`src/rtl/wavetbl_pkg.sv`:
```
// Shared definitions for the wavetable player: playback modes, FSM state codes
// and the lane offset helper used to slice packed multi-channel words.
package wavetbl_pkg;

  localparam logic [1:0] WT_ONESHOT  = 2'd0;
  localparam logic [1:0] WT_LOOP     = 2'd1;
  localparam logic [1:0] WT_PINGPONG = 2'd2;

  localparam logic [1:0] ST_IDLE  = 2'd0;
  localparam logic [1:0] ST_RUN   = 2'd1;
  localparam logic [1:0] ST_FLUSH = 2'd2;

  // Bit offset of a lane inside a packed word; lane i lives at [i*width +: width].
  function automatic int lane_lo(input int lane, input int width);
    return lane * width;
  endfunction

endpackage

```
`src/rtl/wavetbl_ram.sv`:
```
// Multi-lane sample table: per-lane masked synchronous write, asynchronous
// read, and an asynchronous clear of every entry on reset.
module wavetbl_ram
  import wavetbl_pkg::*;
#(
  parameter int CH = 2,
  parameter int A  = 4,
  parameter int D  = 16
) (
  input  logic            clk,
  input  logic            rst_n,
  input  logic            wr_en,
  input  logic [A-1:0]    wr_addr,
  input  logic [CH-1:0]   wr_mask,
  input  logic [CH*D-1:0] wr_data,
  input  logic [A-1:0]    rd_addr,
  output logic [CH*D-1:0] rd_data
);

  localparam int DEPTH = 2 ** A;

  logic [CH*D-1:0] mem_q [DEPTH];
  logic [CH*D-1:0] mem_d [DEPTH];

  always_comb begin
    mem_d = mem_q;
    if (wr_en) begin
      for (int c = 0; c < CH; c++) begin
        if (wr_mask[c]) begin
          mem_d[wr_addr][lane_lo(c, D) +: D] = wr_data[lane_lo(c, D) +: D];
        end
      end
    end
  end

  always_ff @(posedge clk or negedge rst_n) begin
    if (!rst_n) begin
      for (int i = 0; i < DEPTH; i++) begin
        mem_q[i] <= '0;
      end
    end else begin
      mem_q <= mem_d;
    end
  end

  // Read sees the pre-edge contents, so a same-cycle write is read-before-write.
  assign rd_data = mem_q[rd_addr];

endmodule

```
`src/rtl/wavetbl_player.sv`:
```
// Wavetable playback engine: replays the sample table in one-shot, loop or
// ping-pong order at a programmable rate over a valid/ready output.
module wavetbl_player
  import wavetbl_pkg::*;
#(
  parameter int CH = 2,
  parameter int A  = 4,
  parameter int D  = 16,
  parameter int R  = 8
) (
  input  logic            clk,
  input  logic            rst_n,
  input  logic            wr_en,
  input  logic [A-1:0]    wr_addr,
  input  logic [CH-1:0]   wr_mask,
  input  logic [CH*D-1:0] wr_data,
  input  logic            start,
  input  logic            stop,
  input  logic [1:0]      mode,
  input  logic [A-1:0]    len,
  input  logic [R-1:0]    rate,
  output logic            busy,
  output logic            done,
  output logic            out_valid,
  input  logic            out_ready,
  output logic [CH*D-1:0] out_data,
  output logic [A-1:0]    out_addr
);

  logic [1:0]      state_q, state_d;
  logic [A-1:0]    idx_q, idx_d;
  logic            dir_q, dir_d;
  logic [R-1:0]    div_q, div_d;
  logic [1:0]      mode_q, mode_d;
  logic [A-1:0]    len_q, len_d;
  logic [R-1:0]    rate_q, rate_d;
  logic            busy_q, busy_d;
  logic            done_q, done_d;
  logic            done_pend_q, done_pend_d;
  logic            out_valid_q, out_valid_d;
  logic [CH*D-1:0] out_data_q, out_data_d;
  logic [A-1:0]    out_addr_q, out_addr_d;

  logic            start_ok, accept, do_emit;
  logic [1:0]      cur_mode;
  logic [A-1:0]    cur_len, cur_idx;
  logic            cur_dir;
  logic [CH*D-1:0] rd_data;

  wavetbl_ram #(.CH(CH), .A(A), .D(D)) u_ram (
    .clk     (clk),
    .rst_n   (rst_n),
    .wr_en   (wr_en),
    .wr_addr (wr_addr),
    .wr_mask (wr_mask),
    .wr_data (wr_data),
    .rd_addr (cur_idx),
    .rd_data (rd_data)
  );

  // An accepted start emits index 0 on the same edge, using the fresh settings.
  assign start_ok = (state_q == ST_IDLE) && start && !stop;
  assign accept   = out_valid_q && out_ready;
  assign cur_mode = start_ok ? mode : mode_q;
  assign cur_len  = start_ok ? len : len_q;
  assign cur_idx  = start_ok ? '0 : idx_q;
  assign cur_dir  = start_ok ? 1'b0 : dir_q;

  always_comb begin
    state_d     = state_q;
    idx_d       = idx_q;
    dir_d       = dir_q;
    div_d       = div_q;
    mode_d      = mode_q;
    len_d       = len_q;
    rate_d      = rate_q;
    busy_d      = busy_q;
    done_d      = 1'b0;
    done_pend_d = done_pend_q;
    out_valid_d = out_valid_q;
    out_data_d  = out_data_q;
    out_addr_d  = out_addr_q;
    do_emit     = 1'b0;

    case (state_q)
      ST_IDLE: begin
        if (start_ok) begin
          mode_d      = mode;
          len_d       = len;
          rate_d      = rate;
          busy_d      = 1'b1;
          done_pend_d = 1'b0;
          state_d     = ST_RUN;
          do_emit     = 1'b1;
        end
      end
      ST_RUN: begin
        if (stop) begin
          state_d     = ST_FLUSH;
          done_pend_d = 1'b0;
          if (accept) out_valid_d = 1'b0;
        end else if (div_q == '0 && (!out_valid_q || out_ready)) begin
          do_emit = 1'b1;
        end else begin
          if (div_q != '0) div_d = div_q - 1'b1;
          if (accept) out_valid_d = 1'b0;
        end
      end
      ST_FLUSH: begin
        if (!out_valid_q || out_ready) begin
          out_valid_d = 1'b0;
          busy_d      = 1'b0;
          done_d      = done_pend_q;
          done_pend_d = 1'b0;
          state_d     = ST_IDLE;
        end
      end
      default: state_d = ST_IDLE;
    endcase

    if (do_emit) begin
      out_data_d  = rd_data;
      out_addr_d  = cur_idx;
      out_valid_d = 1'b1;
      div_d       = start_ok ? rate : rate_q;
      dir_d       = cur_dir;
      idx_d       = cur_idx;
      case (cur_mode)
        WT_ONESHOT: begin
          if (cur_idx == cur_len) begin
            state_d     = ST_FLUSH;
            done_pend_d = 1'b1;
          end else begin
            idx_d = cur_idx + 1'b1;
          end
        end
        // Turn around one step inside each endpoint so no endpoint repeats.
        WT_PINGPONG: begin
          if (!cur_dir) begin
            if (cur_idx == cur_len) begin
              if (cur_len != '0) begin
                idx_d = cur_len - 1'b1;
                dir_d = 1'b1;
              end
            end else begin
              idx_d = cur_idx + 1'b1;
            end
          end else begin
            if (cur_idx == '0) begin
              idx_d = (cur_len == '0) ? '0 : {{(A-1){1'b0}}, 1'b1};
              dir_d = 1'b0;
            end else begin
              idx_d = cur_idx - 1'b1;
            end
          end
        end
        default: idx_d = (cur_idx == cur_len) ? '0 : cur_idx + 1'b1;
      endcase
    end
  end

  always_ff @(posedge clk or negedge rst_n) begin
    if (!rst_n) begin
      state_q     <= ST_IDLE;
      idx_q       <= '0;
      dir_q       <= 1'b0;
      div_q       <= '0;
      mode_q      <= WT_ONESHOT;
      len_q       <= '0;
      rate_q      <= '0;
      busy_q      <= 1'b0;
      done_q      <= 1'b0;
      done_pend_q <= 1'b0;
      out_valid_q <= 1'b0;
      out_data_q  <= '0;
      out_addr_q  <= '0;
    end else begin
      state_q     <= state_d;
      idx_q       <= idx_d;
      dir_q       <= dir_d;
      div_q       <= div_d;
      mode_q      <= mode_d;
      len_q       <= len_d;
      rate_q      <= rate_d;
      busy_q      <= busy_d;
      done_q      <= done_d;
      done_pend_q <= done_pend_d;
      out_valid_q <= out_valid_d;
      out_data_q  <= out_data_d;
      out_addr_q  <= out_addr_d;
    end
  end

  assign busy      = busy_q;
  assign done      = done_q;
  assign out_valid = out_valid_q;
  assign out_data  = out_data_q;
  assign out_addr  = out_addr_q;

endmodule

```
`config.mk`:
```
export PLATFORM = sky130hd
export DESIGN_NAME = wavetbl_player
export DESIGN_NICKNAME = d
export VERILOG_FILES = /design/src/rtl/wavetbl_pkg.sv /design/src/rtl/wavetbl_ram.sv /design/src/rtl/wavetbl_player.sv
export SDC_FILE = /design/constraint.sdc
export NUM_CORES = 1
export LEC_CHECK = 0
export ABC_AREA = 1
export CORE_MARGIN = 2
export CORE_UTILIZATION = 60
export DETAILED_ROUTE_END_ITERATION = 6
export GPL_ROUTABILITY_DRIVEN = 0
export PLACE_DENSITY = 0.78
export SLEW_MARGIN = 20
export SYNTH_ARGS = -nofsm -noshare
export SYNTH_HDL_FRONTEND = slang
export SYNTH_HIERARCHICAL = 1
export SYNTH_SLANG_ARGS = --single-unit
```
`constraint.sdc`:
```
create_clock -name clk -period 4.66 [get_ports clk]
set_input_delay 0.466 -clock clk [delete_from_list [all_inputs] [get_ports clk]]
set_output_delay 0.466 -clock clk [all_outputs]
set_load 0.02 [all_outputs]
```
==> results.tsv, run 1 <==
stage	metric	value	unit
outcome	status	finished clean	
power	Comb pwr share	0.352	
cts	total CTS buffers	61	
power	clock share of power	0.270	
sta	setup TNS	0	ns
global_route	GRT Resource Usage Total	0.323	
power	Sw Ratio	0.380	
synthesis	register share after synthesis	0.515	
global_route	largest net degree at the start of global routing	122	
critical_path	max incr delay on CP	0.62	ns
critical_path	slowest CP cell	inv_8	
critical_path	R2R Setup Slk	1.64	ns
critical_path	kind of critical path	primary input to flip-flop	
critical_path	worst r2r dst	out_data[0]	
synthesis	Max-area cell share	0.515	
sta	Period Utilization, post-route	0.654	
route	First-pass DRT Iterations	6	
route	drt drc	0	
synthesis	Post-Syn Area	28200	um2
critical_path	Crit Path Max Fanout	111	
cts	CTS sink cnt	581	
route	max layer used	met4	
finish	sequential cell area	14500	um2
sta	final hold vios	0	
sta	Slew @ Worst Pin	0.911	ns
synthesis	Async S/R FF share, synth	1.00	
critical_path	R2R depth	14	
floorplanning	Core Region	46500	um2
synthesis	synth cell count leaders	nand2_1, dfrtp_1, o21ai_0, inv_1, nand3_1	
finish	# diodes	0	
synthesis	cell count in the Yosys report	3776	
synthesis	main area contributors	dfrtp_1, nand2_1, o21ai_0	
cts	level count of the clock H-tree	2	
sta	crit path time final	3.05	ns
finish	Comb area	10800	um2
route	via-per-instance ratio	5.58	
global_route	vias in the first global route	23300	
placement	detailed placer's ending HPWL	43800	um
power	maximum VDD drop	0.545	mV
route	met3 routed WL	6520	um
global_route	global-route wire length before repair	127000	um
critical_path	worst r2r src	state_q[0]	
sta	max-slew violations	0	
sta	clock skew	0.0135	ns
synthesis	Registers, synthesis	581	
cts	cts repair resizes	0	
synthesis	Distinct lib cells used	34	
sta	Slew headroom	0.391	
power	Int Power	11100	uW
placement	number of port buffers	96	
worst_hold_path	HP Class	primary input to flip-flop	
critical_path	Worst EP required	5.22	ns
route	wl on met1	32700	um
finish	share of cells above drive strength 1	0.0534	
sta	Hold WS	0.394	ns
global_route	Overflow after GRT	0	
flow_run	max cap viols	0	
floorplanning	Die Span Y	221	um
power	sequential power share	0.379	
sta	Final setup viols	0	
global_route	initial antenna violation count	0	
critical_path	Most common cell on crit path	nand2_1	
floorplanning	Top Ports	97	
critical_path	crit start category	primary input	
flow_run	tool warnings	33	
finish	Nets	3816	
synthesis	Synth Warn #	6	
route	Wirelength per Cell	17.6	um
route	Routed WL	77600	um
power	leak pwr	0.0161	uW
critical_path	CP Capture Type	flip-flop	
cts	clock-pin slew on the worst setup and hold paths	0.06	ns
synthesis	ys flop type	dfrtp_1	
route	met2 routed wirelength	35900	um
critical_path	critical path endpoint	out_data[0]	
finish	Syn-to-layout area delta	11.5	%
floorplanning	die width	221	um
sta	RSZ-0062 raised after global routing	false	
synthesis	Synth area leader	dfrtp_1	
synthesis	Post-synth EDFFs	0	
critical_path	Critical Path AT	3.60	ns
route	post-route ant nets	0	
cts	worst skew pair latency	0.63	ns
sta	Max Clk Rate	328	MHz
cts	clk buf depth	3	
floorplanning	FP Util	0.608	
synthesis	syn nets	3839	
run 1: final cells by class:
type | instances | share of cell area
Clock buffer | 88 | 0.0575
Clock inverter | 22 | 0.00564
Inverter | 463 | 0.0559
Multi-Input combinational cell | 2483 | 0.344
Sequential cell | 581 | 0.462
Tap cell | 607 | 0.0241
Timing Repair Buffer | 163 | 0.0507
run 1: cells by family (layout without fill, tap and decap cells):
family	after synthesis	after routing	synth area share
fa+ha+maj	5	5	0.00222
flops	581	581	0.515
xor+xnor	7	7	0.00217
simple gates	1916	1916	0.280
buf+inv	712	736	0.101
compound gates	555	555	0.0999
run 1: routing by layer:
metal,vias up,GRT usage
met5,-,0
met4,0,0.118
met3,189,0.0444
met2,1081,0.513
met1,11600,0.459
li1,11700,-
run 1: cell usage in the layout (no fill, tap or decap), drive strengths merged, types with 2 or more instances in the layout:
cell type,Yosys,routed
xor2,5,5
bufinv,0,2
o21a,2,2
clkbuf,118,88
nand3b,2,2
buf,131,67
clkinv,0,17
o21ai,538,538
o211ai,6,6
nor3,2,2
nand4,3,3
clkdlybuf4s50,0,95
nand3,416,416
dfrtp,581,581
ha,5,5
xnor2,2,2
inv,463,465
a21oi,7,7
nand2,1447,1447
nor2,44,44
run 1: registers in the layout, indices dropped and copies added, names as in the netlist:
register     cells
busy             1
idx_q            4
out_data        32
done             1
out_valid        1
len_q            4
dir_q            1
out_addr         4
done_pend_q      1
state_q          2
u_ram/mem_q    512
mode_q           2
rate_q           8
div_q            8
run 1: power groups by stage:
| stage | clock network [uW] | logic (uW) | registers [uW] |
|---|---|---|---|
| after global routing | 5070 | 7060 | 6880 |
| after CTS | 4870 | 6230 | 6740 |
| after detailed placement | 0 | 6170 | 6810 |
| after global placement | 0 | 6060 | 6790 |
| after floorplan | 0 | 4270 | 6820 |
| final | 4810 | 6270 | 6750 |
run 1: timing repair:
| action | CTS | global route |
|---|---|---|
| endpoints found under the hold margin | 78 | 0 |
| hold buffers | 1 | 0 |
| buffers inserted | 0 | 0 |
run 1: through the flow:
step                setup slack, ns  power (uW)  instances   util  cell area [um2]
floorplan                      2.60       11100       3776      -            28200
global placement               1.13       12900       4296  0.635            29500
detailed placement             1.06       13000       4296  0.635            29500
CTS                            1.70       17800       4407  0.678            31500
global route                   1.40       19000       4407  0.678            31500
finish                         1.61       17800       4407  0.678            31500
run 1: worst min-delay path by stage:
stage	from	end	slack, ns	depth (start not counted)
after floorplan	rst_n	busy	0.17	0
after global routing	rate[6]	rate_q[6]	0.41	3
after detailed placement	out_data[1]	out_data[1]	0.46	2
after global placement	out_data[1]	out_data[1]	0.46	2
after CTS	rate[6]	rate_q[6]	0.37	3
final	rate[6]	rate_q[6]	0.39	3
run 1: worst max-delay path: cells and delay by family:
family                 cells  cell delay [ns]
and+or+nand+nor           11             1.29
buffers and inverters      4             1.69
Figure 1. Close-up of the layout (run 1).
Bar = 10 um. Window x 98 to 123, y 54 to 79 um. Cells in grey, sequential cells in the stronger grey; small squares are vias.
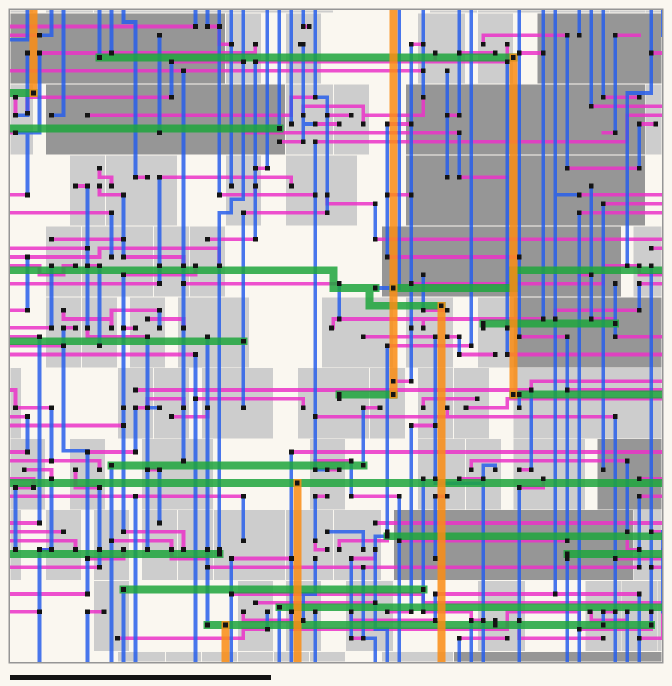
| colour | layer |
|---|---|
| green | metal 3 |
| blue | metal 2 |
| magenta | metal 1 |
| orange | metal 4 |
cells with their middle in the window: 60
most frequent: nand2_1 (23), buf_4 (10), dfrtp_1 (8)
netlist names of flops here include: u_ram/mem_q (8)
sequential cells in the window: 8

Figure 2. Gate-type map (run 1).
Bar = 50 um.
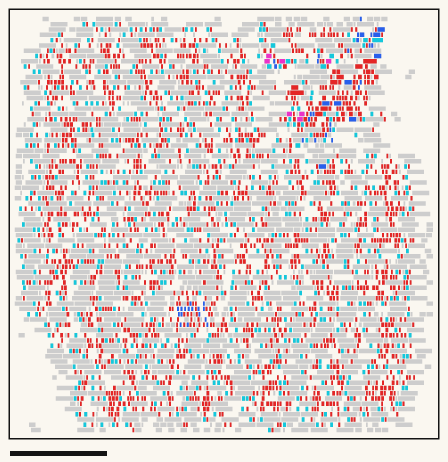
| colour | family | cells |
|---|---|---|
| magenta | XOR/XNOR gates | 7 |
| blue | NOR gates | 47 |
| red | NAND gates | 1868 |
| cyan | inverting AOI/OAI gates | 552 |

Figure 3. Cell outlines without signal wires (run 1).
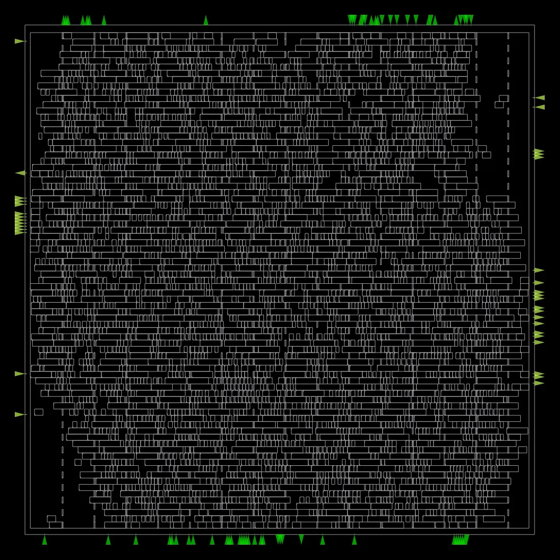
seq_cells: 581
row count: 79
fillers: 3872

## Run 2: what changed since run 1
==> constraint.sdc (replaced) <==
create_clock -name clk -period 3.1 [get_ports clk]
set_input_delay 0.31 -clock clk [delete_from_list [all_inputs] [get_ports clk]]
set_output_delay 0.31 -clock clk [all_outputs]
set_load 0.02 [all_outputs]
==> results.tsv, run 2 <==
stage	metric	value	unit
outcome	status	finished, violations left	
synthesis	register share after synthesis	0.515	
placement	detailed placer's ending HPWL	44300	um
floorplanning	Die Span Y	221	um
critical_path	Critical Path AT	3.05	ns
finish	most frequent cells in the layout	nand2_1, dfrtp_1, o21ai_0, inv_1, nand3_1	
finish	share of cells above drive strength 1	0.0559	
flow_run	tool warnings	29	
synthesis	Async S/R FF share, synth	1.00	
cts	worst skew pair latency	0.63	ns
cts	clock-pin slew on the worst setup and hold paths	0.06	ns
synthesis	Distinct lib cells used	34	
floorplanning	chip area	48800	um2
finish	Syn-to-layout area delta	12.6	%
cts	CTS sink cnt	581	
synthesis	ys flop type	dfrtp_1	
finish	fin util	0.684	
synthesis	main area contributors	dfrtp_1, nand2_1, o21ai_0	
sta	Period Utilization, post-route	0.802	
critical_path	Crit Path Max Fanout	61	
floorplanning	Top Ports	97	
sta	RSZ-0062 raised after global routing	false	
route	First-pass DRT Iterations	7	
route	post-route ant nets	0	
global_route	global-route wire length before repair	126000	um
global_route	largest net degree at the start of global routing	118	
synthesis	Post-Syn Area	28200	um2
power	maximum VDD drop	0.606	mV
placement	placed inst area	29800	um2
sta	Max Clk Rate	402	MHz
power	overall power	27000	uW
sta	Slew headroom	0.462	
placement	pre-CTS setup slack	0.245	ns
cts	total CTS buffers	59	
finish	fillers	3853	
floorplanning	row count	79	
finish	Nets	3828	
floorplanning	FP Util	0.608	
finish	Top cell excl fill/tap	nand2_1	
route	Routed WL	77400	um
route	drt drc	4	
sta	Final setup viols	0	
sta	setup TNS	0	ns
synthesis	Registers, synthesis	581	
worst_hold_path	HP Class	primary input to flip-flop	
synthesis	syn nets	3839	
placement	number of port buffers	96	
cts	level count of the clock H-tree	2	
sta	final hold vios	0	
global_route	initial antenna violation count	0	
synthesis	cell count in the Yosys report	3776	
synthesis	Synth area leader	dfrtp_1	
route	Wirelength per Cell	17.5	um
finish	number of flip-flops in the largest register	512	
cts	cts repair resizes	0	
sta	clock skew	0.0223	ns
sta	crit path time final	2.48	ns
outcome	failing checks	design-rule violations	
global_route	Overflow after GRT	0	
synthesis	synth cell count leaders	nand2_1, dfrtp_1, o21ai_0, inv_1, nand3_1	
synthesis	Post-synth EDFFs	0	
finish	Biggest register	u_ram/mem_q	
critical_path	crit start category	flip-flop	
sta	max-slew violations	0	
global_route	GRT Resource Usage Total	0.321	
finish	post-route cell area	31800	um2
flow_run	max cap viols	0	
power	leak pwr	0.0162	uW
## run 2: cell counts after synthesis
No cell type changed its count.
## run 2: stage by stage
stage	hold slack (ns)	cells
floorplan	0.0144	3776
global placement	0.416	4310
detailed placement	0.408	4310
CTS	0.241	4418
global route	0.261	4418
finish	0.256	4418
## run 2: cell families (layout without fill, tap and decap cells)
family                   Yosys count  after routing  share of synthesized area
flip-flops                       581            581                      0.515
adder cells (fa/ha/maj)            5              5                    0.00222
AND-OR/OR-AND                    555            555                     0.0999
XOR/XNOR                           7              7                    0.00217
buffers and inverters            712            747                      0.101
AND/OR/NAND/NOR                 1916           1916                      0.280
## run 2: worst paths after layout
kind / cells after the start / from / to / slack [ns]
worst max-delay path: 14 / state_q[0] / out_data[3] / 0.62
worst min-delay path: 3 / rate[0] / rate_q[0] / 0.26
worst max register to register: 14 / state_q[0] / out_data[3] / 0.62
worst min register to register: 2 / out_data[6] / out_data[6] / 0.47
max in group asynchronous: 3 / rst_n / u_ram/mem_q[63] / 1.87
min in group asynchronous: 2 / rst_n / u_ram/mem_q[332] / 0.33
## run 2: cell type report
type | count | area, um2 | share of cell area
inverter | 463 | 1760 | 0.0554
tap | 607 | 759 | 0.0239
timing repair buffer | 177 | 1880 | 0.0591
sequential | 581 | 14500 | 0.457
multi-input combinational | 2483 | 10800 | 0.341
clock buffer | 91 | 1810 | 0.0569
clock inverter | 16 | 195 | 0.00614
## run 2: worst max-delay path, stage by stage, from the launching register on
cell	delay (ns)
dfrtp_1	0.42
nor2_4	0.26
nand2_8	0.20
nand2_8	0.17
inv_8	0.06
inv_8	0.29
buf_12	0.33
nand2_1	0.08
nand2_1	0.06
nand2_1	0.05
nand3_1	0.11
nand3_1	0.09
nand2_1	0.11
nand2_1	0.06
nand2_1	0.09
## run 2: repair_timing
item,4_1_cts,5_1_grt
hold buffers,1,0
endpoints found under the setup margin,0,0
endpoints found under the hold margin,75,0
## run 2: layer usage
metal | wire length [um] | global-route usage
met1 | 32500 | 0.448
met2 | 35300 | 0.510
met3 | 6490 | 0.0487
met4 | 3100 | 0.126
met5 | 0 | 0
## run 2: where the power goes
group | leakage (uW) | internal (uW) | switching, uW
sequential | 0.00751 | 9190 | 944
combinational | 0.00770 | 3330 | 6250
clock | 0.000997 | 4320 | 2990
Figure 4. Close-up of the layout (run 2).
Bar = 10 um. Window x 98 to 123, y 54 to 79 um. Cells in grey, sequential cells in the stronger grey; small squares are vias.
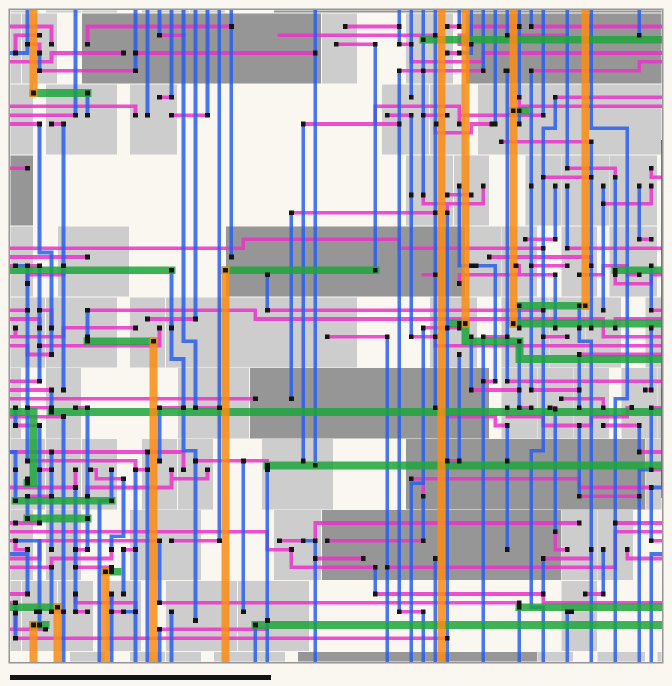
| colour | layer |
|---|---|
| blue | metal 2 |
| magenta | metal 1 |
| green | metal 3 |
| orange | metal 4 |
sequential cells in the window: 6
netlist names of flops here include: u_ram/mem_q (6)
most frequent: nand2_1 (20), inv_1 (8), buf_4 (8)
cells with their middle in the window: 58

No activity file was given, so power comes from the tool's default toggle rates.
